<file path="config.mk">
export PLATFORM = sky130hd
export DESIGN_NAME = pcie_cc_arb
export DESIGN_NICKNAME = d
export VERILOG_FILES = /design/src/rtl/pcie_cc_pkg.sv /design/src/rtl/pcie_cc_arb_rr_pick.sv /design/src/rtl/pcie_cc_arb.sv
export SDC_FILE = /design/constraint.sdc
export NUM_CORES = 1
export LEC_CHECK = 0
export CAP_MARGIN = 20
export CORE_AREA = 2 2 294 296
export CTS_CLUSTER_SIZE = 24
export DETAILED_ROUTE_END_ITERATION = 12
export DIE_AREA = 0 0 296 298
export GPL_ROUTABILITY_DRIVEN = 1
export HOLD_SLACK_MARGIN = 0.15
export SYNTH_ARGS = -nofsm -noshare
export SYNTH_HDL_FRONTEND = slang
export SYNTH_SLANG_ARGS = --single-unit
</file>
<file path="constraint.sdc">
create_clock -name user_clk -period 2.87 [get_ports user_clk]
set_input_delay 0.4305 -clock user_clk [delete_from_list [all_inputs] [get_ports user_clk]]
set_output_delay 0.4305 -clock user_clk [all_outputs]
set_load 0.02 [all_outputs]
</file>
<file path="src/rtl/pcie_cc_pkg.sv">
// Shared constants for the completer-completion path: sideband bit map,
// the discontinue beat used to kill a hung packet, and arbiter state codes.
package pcie_cc_pkg;

    localparam int DATA_W = 128;
    localparam int EX_W   = 16;

    // Sideband (data_ex) field positions
    localparam int SOP    = 15;
    localparam int EOP    = 14;
    localparam int ERR    = 13;
    localparam int KEEP_M = 12;
    localparam int KEEP_L = 8;
    localparam int FBE_M  = 7;
    localparam int FBE_L  = 4;
    localparam int LBE_M  = 3;
    localparam int LBE_L  = 0;

    // Terminating beat: EOP with ERR set, no payload
    localparam logic [EX_W-1:0] ABORT_EX = 16'h6000;

    typedef enum logic [1:0] {
        ST_IDLE  = 2'd0,
        ST_BUSY  = 2'd1,
        ST_ABORT = 2'd2
    } arb_state_e;

    // Saturating 8-bit increment for error counters
    function automatic logic [7:0] sat_inc8(input logic [7:0] v);
        return (v == 8'hFF) ? v : v + 8'd1;
    endfunction

endpackage

</file>
<file path="src/rtl/pcie_cc_arb_rr_pick.sv">
// Rotate-priority encoder: returns the first set request found searching
// upward from last_i+1 with wrap-around. Purely combinational.
module rr_pick #(
    parameter int N  = 4,
    parameter int IW = 2
) (
    input  logic [N-1:0]  req_i,
    input  logic [IW-1:0] last_i,
    output logic [IW-1:0] idx_o,
    output logic          found_o
);

    int cand;

    // Scan from the farthest position down to the nearest one so that the
    // closest candidate after last_i is the final (winning) assignment.
    always_comb begin
        found_o = 1'b0;
        idx_o   = '0;
        cand    = 0;
        for (int k = N; k >= 1; k--) begin
            cand = int'(last_i) + k;
            if (cand >= N) begin
                cand = cand - N;
            end
            if (req_i[IW'(cand)]) begin
                found_o = 1'b1;
                idx_o   = IW'(cand);
            end
        end
    end

endmodule

</file>
<file path="src/rtl/pcie_cc_arb.sv">
// Round-robin, packet-locked arbiter in front of the CC write path.
// A channel wins only on an SOP beat and keeps the grant until its EOP.
// Non-SOP beats seen while idle are flushed as protocol errors, and a
// granted packet that stalls for TMO_CYC cycles is closed with an ERR beat.
module pcie_cc_arb
    import pcie_cc_pkg::*;
#(
    parameter int CHAN    = 4,
    parameter int ID_W    = 2,
    parameter int TMO_CYC = 1024
) (
    input  logic                   user_clk,
    input  logic                   user_rst_n,
    input  logic [CHAN*128-1:0]    req_data,
    input  logic [CHAN*16-1:0]     req_data_ex,
    input  logic [CHAN-1:0]        req_valid,
    output logic [CHAN-1:0]        req_ready,
    output logic [127:0]           cc_cplr_data,
    output logic [15:0]            cc_cplr_data_ex,
    output logic                   cc_cplr_wen,
    input  logic                   cc_cplr_ready,
    output logic [ID_W-1:0]        grant_id,
    output logic                   arb_err,
    output logic [15:0]            odbg_info
);

    localparam int             WD_W    = $clog2(TMO_CYC);
    localparam logic [WD_W-1:0] WD_LAST = WD_W'(TMO_CYC - 1);

    // Per-channel views of the flattened request buses
    logic [DATA_W-1:0] ch_data [CHAN];
    logic [EX_W-1:0]   ch_ex   [CHAN];
    logic [CHAN-1:0]   sop_vec;

    for (genvar gi = 0; gi < CHAN; gi++) begin : g_chan
        assign ch_data[gi] = req_data[gi*DATA_W +: DATA_W];
        assign ch_ex[gi]   = req_data_ex[gi*EX_W +: EX_W];
        assign sop_vec[gi] = req_data_ex[gi*EX_W + SOP];
    end

    // Registered state
    arb_state_e        state_q,      state_d;
    logic [ID_W-1:0]   grant_id_q,   grant_id_d;
    logic [ID_W-1:0]   last_grant_q, last_grant_d;
    logic [WD_W-1:0]   wd_q,         wd_d;
    logic              first_q,      first_d;
    logic [DATA_W-1:0] data_q,       data_d;
    logic [EX_W-1:0]   ex_q,         ex_d;
    logic              wen_q,        wen_d;
    logic              arb_err_q,    arb_err_d;
    logic [7:0]        err_cnt_q,    err_cnt_d;
    logic              wd_fire_q,    wd_fire_d;

    logic [CHAN-1:0]   cand_vec;
    logic [CHAN-1:0]   flush_vec;
    logic [CHAN-1:0]   ready_vec;
    logic [ID_W-1:0]   pick_idx;
    logic              pick_found;
    logic              accept;
    logic              err_ev;

    assign cand_vec  = req_valid & sop_vec;
    assign flush_vec = req_valid & ~sop_vec;
    assign accept    = (state_q == ST_BUSY) && req_valid[grant_id_q] && cc_cplr_ready;

    rr_pick #(
        .N  (CHAN),
        .IW (ID_W)
    ) u_pick (
        .req_i   (cand_vec),
        .last_i  (last_grant_q),
        .idx_o   (pick_idx),
        .found_o (pick_found)
    );

    // Next-state, beat forwarding, flush/abort handling and watchdog
    always_comb begin
        state_d      = state_q;
        grant_id_d   = grant_id_q;
        last_grant_d = last_grant_q;
        wd_d         = wd_q;
        first_d      = first_q;
        data_d       = data_q;
        ex_d         = ex_q;
        wen_d        = 1'b0;
        wd_fire_d    = 1'b0;
        err_ev       = 1'b0;
        ready_vec    = '0;

        case (state_q)
            ST_IDLE: begin
                // Drop stray mid-packet beats; this can coincide with a grant
                ready_vec = flush_vec;
                err_ev    = |flush_vec;
                if (pick_found) begin
                    grant_id_d = pick_idx;
                    first_d    = 1'b1;
                    wd_d       = '0;
                    state_d    = ST_BUSY;
                end
            end

            ST_BUSY: begin
                ready_vec[grant_id_q] = cc_cplr_ready;
                if (accept) begin
                    wen_d   = 1'b1;
                    data_d  = ch_data[grant_id_q];
                    ex_d    = ch_ex[grant_id_q];
                    wd_d    = '0;
                    first_d = 1'b0;
                    // A second SOP inside a packet is passed on but flagged
                    if (ch_ex[grant_id_q][SOP] && !first_q) begin
                        ex_d[ERR] = 1'b1;
                        err_ev    = 1'b1;
                    end
                    if (ch_ex[grant_id_q][EOP]) begin
                        last_grant_d = grant_id_q;
                        state_d      = ST_IDLE;
                    end
                end else if (cc_cplr_ready) begin
                    // Only source-side stalls count; downstream backpressure never does
                    if (wd_q == WD_LAST) begin
                        wd_fire_d = 1'b1;
                        wd_d      = '0;
                        state_d   = ST_ABORT;
                    end else begin
                        wd_d = wd_q + WD_W'(1);
                    end
                end
            end

            ST_ABORT: begin
                if (cc_cplr_ready) begin
                    wen_d        = 1'b1;
                    data_d       = '0;
                    ex_d         = ABORT_EX;
                    err_ev       = 1'b1;
                    last_grant_d = grant_id_q;
                    state_d      = ST_IDLE;
                end
            end

            default: begin
                state_d = ST_IDLE;
            end
        endcase

        arb_err_d = err_ev;
        err_cnt_d = err_ev ? sat_inc8(err_cnt_q) : err_cnt_q;
    end

    // State and output registers
    always_ff @(posedge user_clk or negedge user_rst_n) begin
        if (!user_rst_n) begin
            state_q      <= ST_IDLE;
            grant_id_q   <= '0;
            last_grant_q <= ID_W'(CHAN - 1);
            wd_q         <= '0;
            first_q      <= 1'b0;
            data_q       <= '0;
            ex_q         <= '0;
            wen_q        <= 1'b0;
            arb_err_q    <= 1'b0;
            err_cnt_q    <= '0;
            wd_fire_q    <= 1'b0;
        end else begin
            state_q      <= state_d;
            grant_id_q   <= grant_id_d;
            last_grant_q <= last_grant_d;
            wd_q         <= wd_d;
            first_q      <= first_d;
            data_q       <= data_d;
            ex_q         <= ex_d;
            wen_q        <= wen_d;
            arb_err_q    <= arb_err_d;
            err_cnt_q    <= err_cnt_d;
            wd_fire_q    <= wd_fire_d;
        end
    end

    // Ready is held low while reset is asserted so no beat is consumed then
    assign req_ready       = user_rst_n ? ready_vec : '0;
    assign cc_cplr_data    = data_q;
    assign cc_cplr_data_ex = ex_q;
    assign cc_cplr_wen     = wen_q;
    assign grant_id        = grant_id_q;
    assign arb_err         = arb_err_q;
    assign odbg_info       = {err_cnt_q, 2'b00, (state_q != ST_IDLE), |req_valid,
                              cc_cplr_ready, wd_fire_q, 2'b00};

endmodule

</file>
wires.png
Two of the layers only.
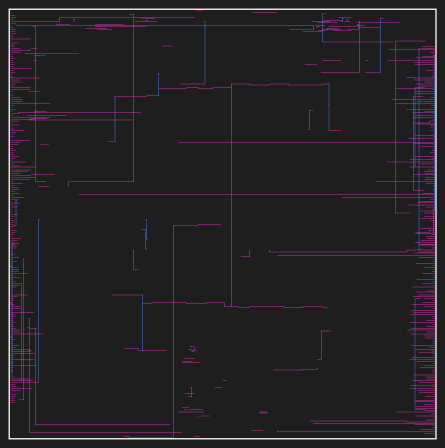
legend:
  magenta:
    layer: metal 3
    wire_length: 5740 µm
  blue:
    layer: metal 4
    wire_length: 2000 µm

layer_met4.png
Scale bar: 100 µm.
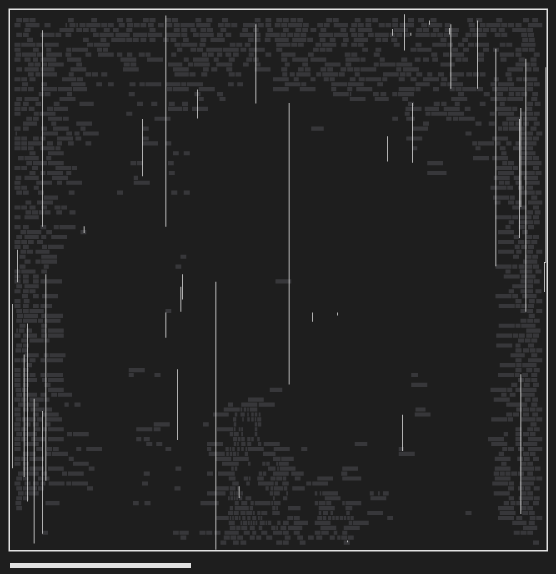
main direction: vertical
longest straight run: 155 µm
share of all routed wire: 3.4%

==> results.json <==
{
  "grt_start_max_net_pins": 89,
  "routedWlPerCell_um": 22.7,
  "detail-route-antenna-nets": 0,
  "finalWorstPathRequiredPeriod_ns": 2.74,
  "critPathArrivalTime_ns": 2.31,
  "synth_warnings": 0,
  "syn_to_final_growth_pct": 92.9,
  "peakVddDrop_v": 0.000484,
  "critical_path.max_fanout": 10,
  "layout-drive-gt1-share_pct": 14.8,
  "post_cts_hold_buffer_count": 1,
  "clockNetworkAreaShare_pct": 3.11,
  "synth_sequential_area_ratio_pct": 42.2,
  "register_share_of_the_cell_area_pct": 21.9,
  "routedLengthMet1_um": 22300,
  "stage_log_warnings": 29,
  "tcrit_tclk_final_pct": 95.4,
  "grt_use_met3_pct": 4.75,
  "worst_setup_hold_path_clk_slew_ns": 0.08,
  "number_of_buffers_inserted_during_clock_tree_synthesis": 17,
  "global_route.usage.met1_pct": 14.6,
  "antenna_found_initial": 19,
  "power.share.clock_pct": 14.8,
  "cts_sinks": 172,
  "post-dp-hpwl_um": 48200,
  "design.seq.count": 172,
  "grt.total_usage_pct": 12.7,
  "die_height_um": 298,
  "met3WireLength_um": 5740,
  "comb_area_share_pct": 28.2,
  "post_synth_fa_ha_maj_area_fraction_pct": 0.736,
  "drt_iter0_drc": 557,
  "power.switching_fraction_pct": 39.6,
  "met2_usage_pct": 21.1,
  "timing.critical_path.from_type": "flop",
  "setup_total_negative_slack_ns": 0,
  "power_density_nw_per_um2": 864,
  "met2_routed_length_um": 28200,
  "synth_xor_xnor_area_share_pct": 0.429,
  "post-route-drc-count": 0,
  "p_sw_mw": 6.74,
  "worst-slew-pin-transition_ns": 0.799,
  "synth.cellmix.compoundShare_pct": 15.8,
  "finalMaxSlewViolations": 0,
  "timing.critical_path.max_delay_family": "buffers and inverters",
  "non_clock_buffer_count": 763,
  "critical-path-slowest-cell": "sky130_fd_sc_hd__clkdlybuf4s50_1",
  "floorplan.io_pins": 751,
  "relSlewSlack_pct": 46.7,
  "ys_top_cells_by_area": "sky130_fd_sc_hd__dfrtp_1 42%, sky130_fd_sc_hd__mux4_2 32%, sky130_fd_sc_hd__a22o_1 12%",
  "dominantRegCellSynth": "sky130_fd_sc_hd__dfrtp_1",
  "grt_overflow": 0,
  "drt_wl_total_um": 58300,
  "multi_input_gates": 445,
  "detail_route.first_pass.iterations": 5,
  "synth.logic.top_family": "multiplexers",
  "cts_repair_resize_count": 4,
  "result_of_the_run": "complete, no violations",
  "grt_first_pass_wirelength_um": 79300,
  "grt_setup_unrepaired": "no",
  "clock_buffer_count": 19,
  "chipArea_um2": 88200,
  "nFillCells": 8989,
  "final-nonclk-buf-share_pct": 39.3,
  "detailroute.via_count": 10100,
  "crit_chain": "inv_1, ha_4, nand2_1, o31ai_1, and2_1, clkdlybuf4s50_1",
  "synthMostInstantiatedCell": "sky130_fd_sc_hd__dfrtp_1",
  "coreArea_um2": 84900,
  "p_seq_share_pct": 25.3,
  "post_synthesis_instance_total": 697,
  "post_synth.cell_area_avg_um2": 14.6,
  "internal_power_mw": 10.3,
  "routed.top_layer": "met5",
  "post-synth-top-area-cell": "sky130_fd_sc_hd__dfrtp_1",
  "endpoint_kind": "output port",
  "power.leakage_nw": 7.31,
  "yosys-mux-area-fraction_pct": 32.8,
  "final_core_utilization_pct": 23.2,
  "final_net_count": 1996,
  "synth_cell_types": 51,
  "cp_slowest_stage_delay_ns": 0.60,
  "clk_buf_depth": 2,
  "root_buffer": "sky130_fd_sc_hd__clkbuf_16"
}
## worst reg2reg max path, delay by kind of cell, from the launching register on
| kind | cells | cell delay [ns] |
|---|---|---|
| buffers and inverters | 2 | 0.51 |
| flip-flops | 1 | 0.54 |
| AND/OR/NAND/NOR | 1 | 0.21 |
| multiplexers | 1 | 0.62 |
| AND-OR/OR-AND | 2 | 0.39 |
## power groups by stage
stage	sequential [mW]	combinational, mW	clock, mW
2_1_floorplan	5.32	4.64	0
3_3_place_gp	4.32	10.2	0
3_5_place_dp	4.32	10.3	0
4_1_cts	4.31	10.3	2.68
5_1_grt	4.44	10.8	2.77
6_report	4.30	10.2	2.52
## through the flow
stage | cell area, µm² | setup WS (ns) | total power, mW | hold slack, ns | cells
floorplan | 10200 | 0.537 | 9.96 | 0.135 | 700
global placement | 19000 | 0.248 | 14.5 | 0.307 | 2531
detailed placement | 19000 | 0.170 | 14.6 | 0.307 | 2531
CTS | 19700 | 0.00349 | 17.3 | 0.339 | 2564
global route | 19700 | 0.0146 | 18.0 | 0.381 | 2571
finish | 19700 | 0.131 | 17.0 | 0.403 | 2572
## worst paths after layout
| path | end | slack [ns] | cells past startpoint |
|---|---|---|---|
| worst min-delay path | wd_q[2] | 0.40 | 2 |
| worst max-delay path | req_ready[0] | 0.13 | 6 |
| worst min register to register | cc_cplr_data[1] | 0.50 | 1 |
| max in group asynchronous | cc_cplr_data[102] | 1.37 | 3 |
| min in group user_clk | cc_cplr_data[1] | 0.50 | 1 |
| worst max register to register | cc_cplr_data[118] | 0.53 | 6 |
## registers in the layout, indices dropped and copies added, names as in the netlist
signal           flops
state_q              2
arb_err              1
wd_q                10
cc_cplr_wen          1
grant_id             2
cc_cplr_data       128
last_grant_q         2
first_q              1
wd_fire_q            1
cc_cplr_data_ex     16
err_cnt_q            8
No activity file was given, so power comes from the tool's default toggle rates.
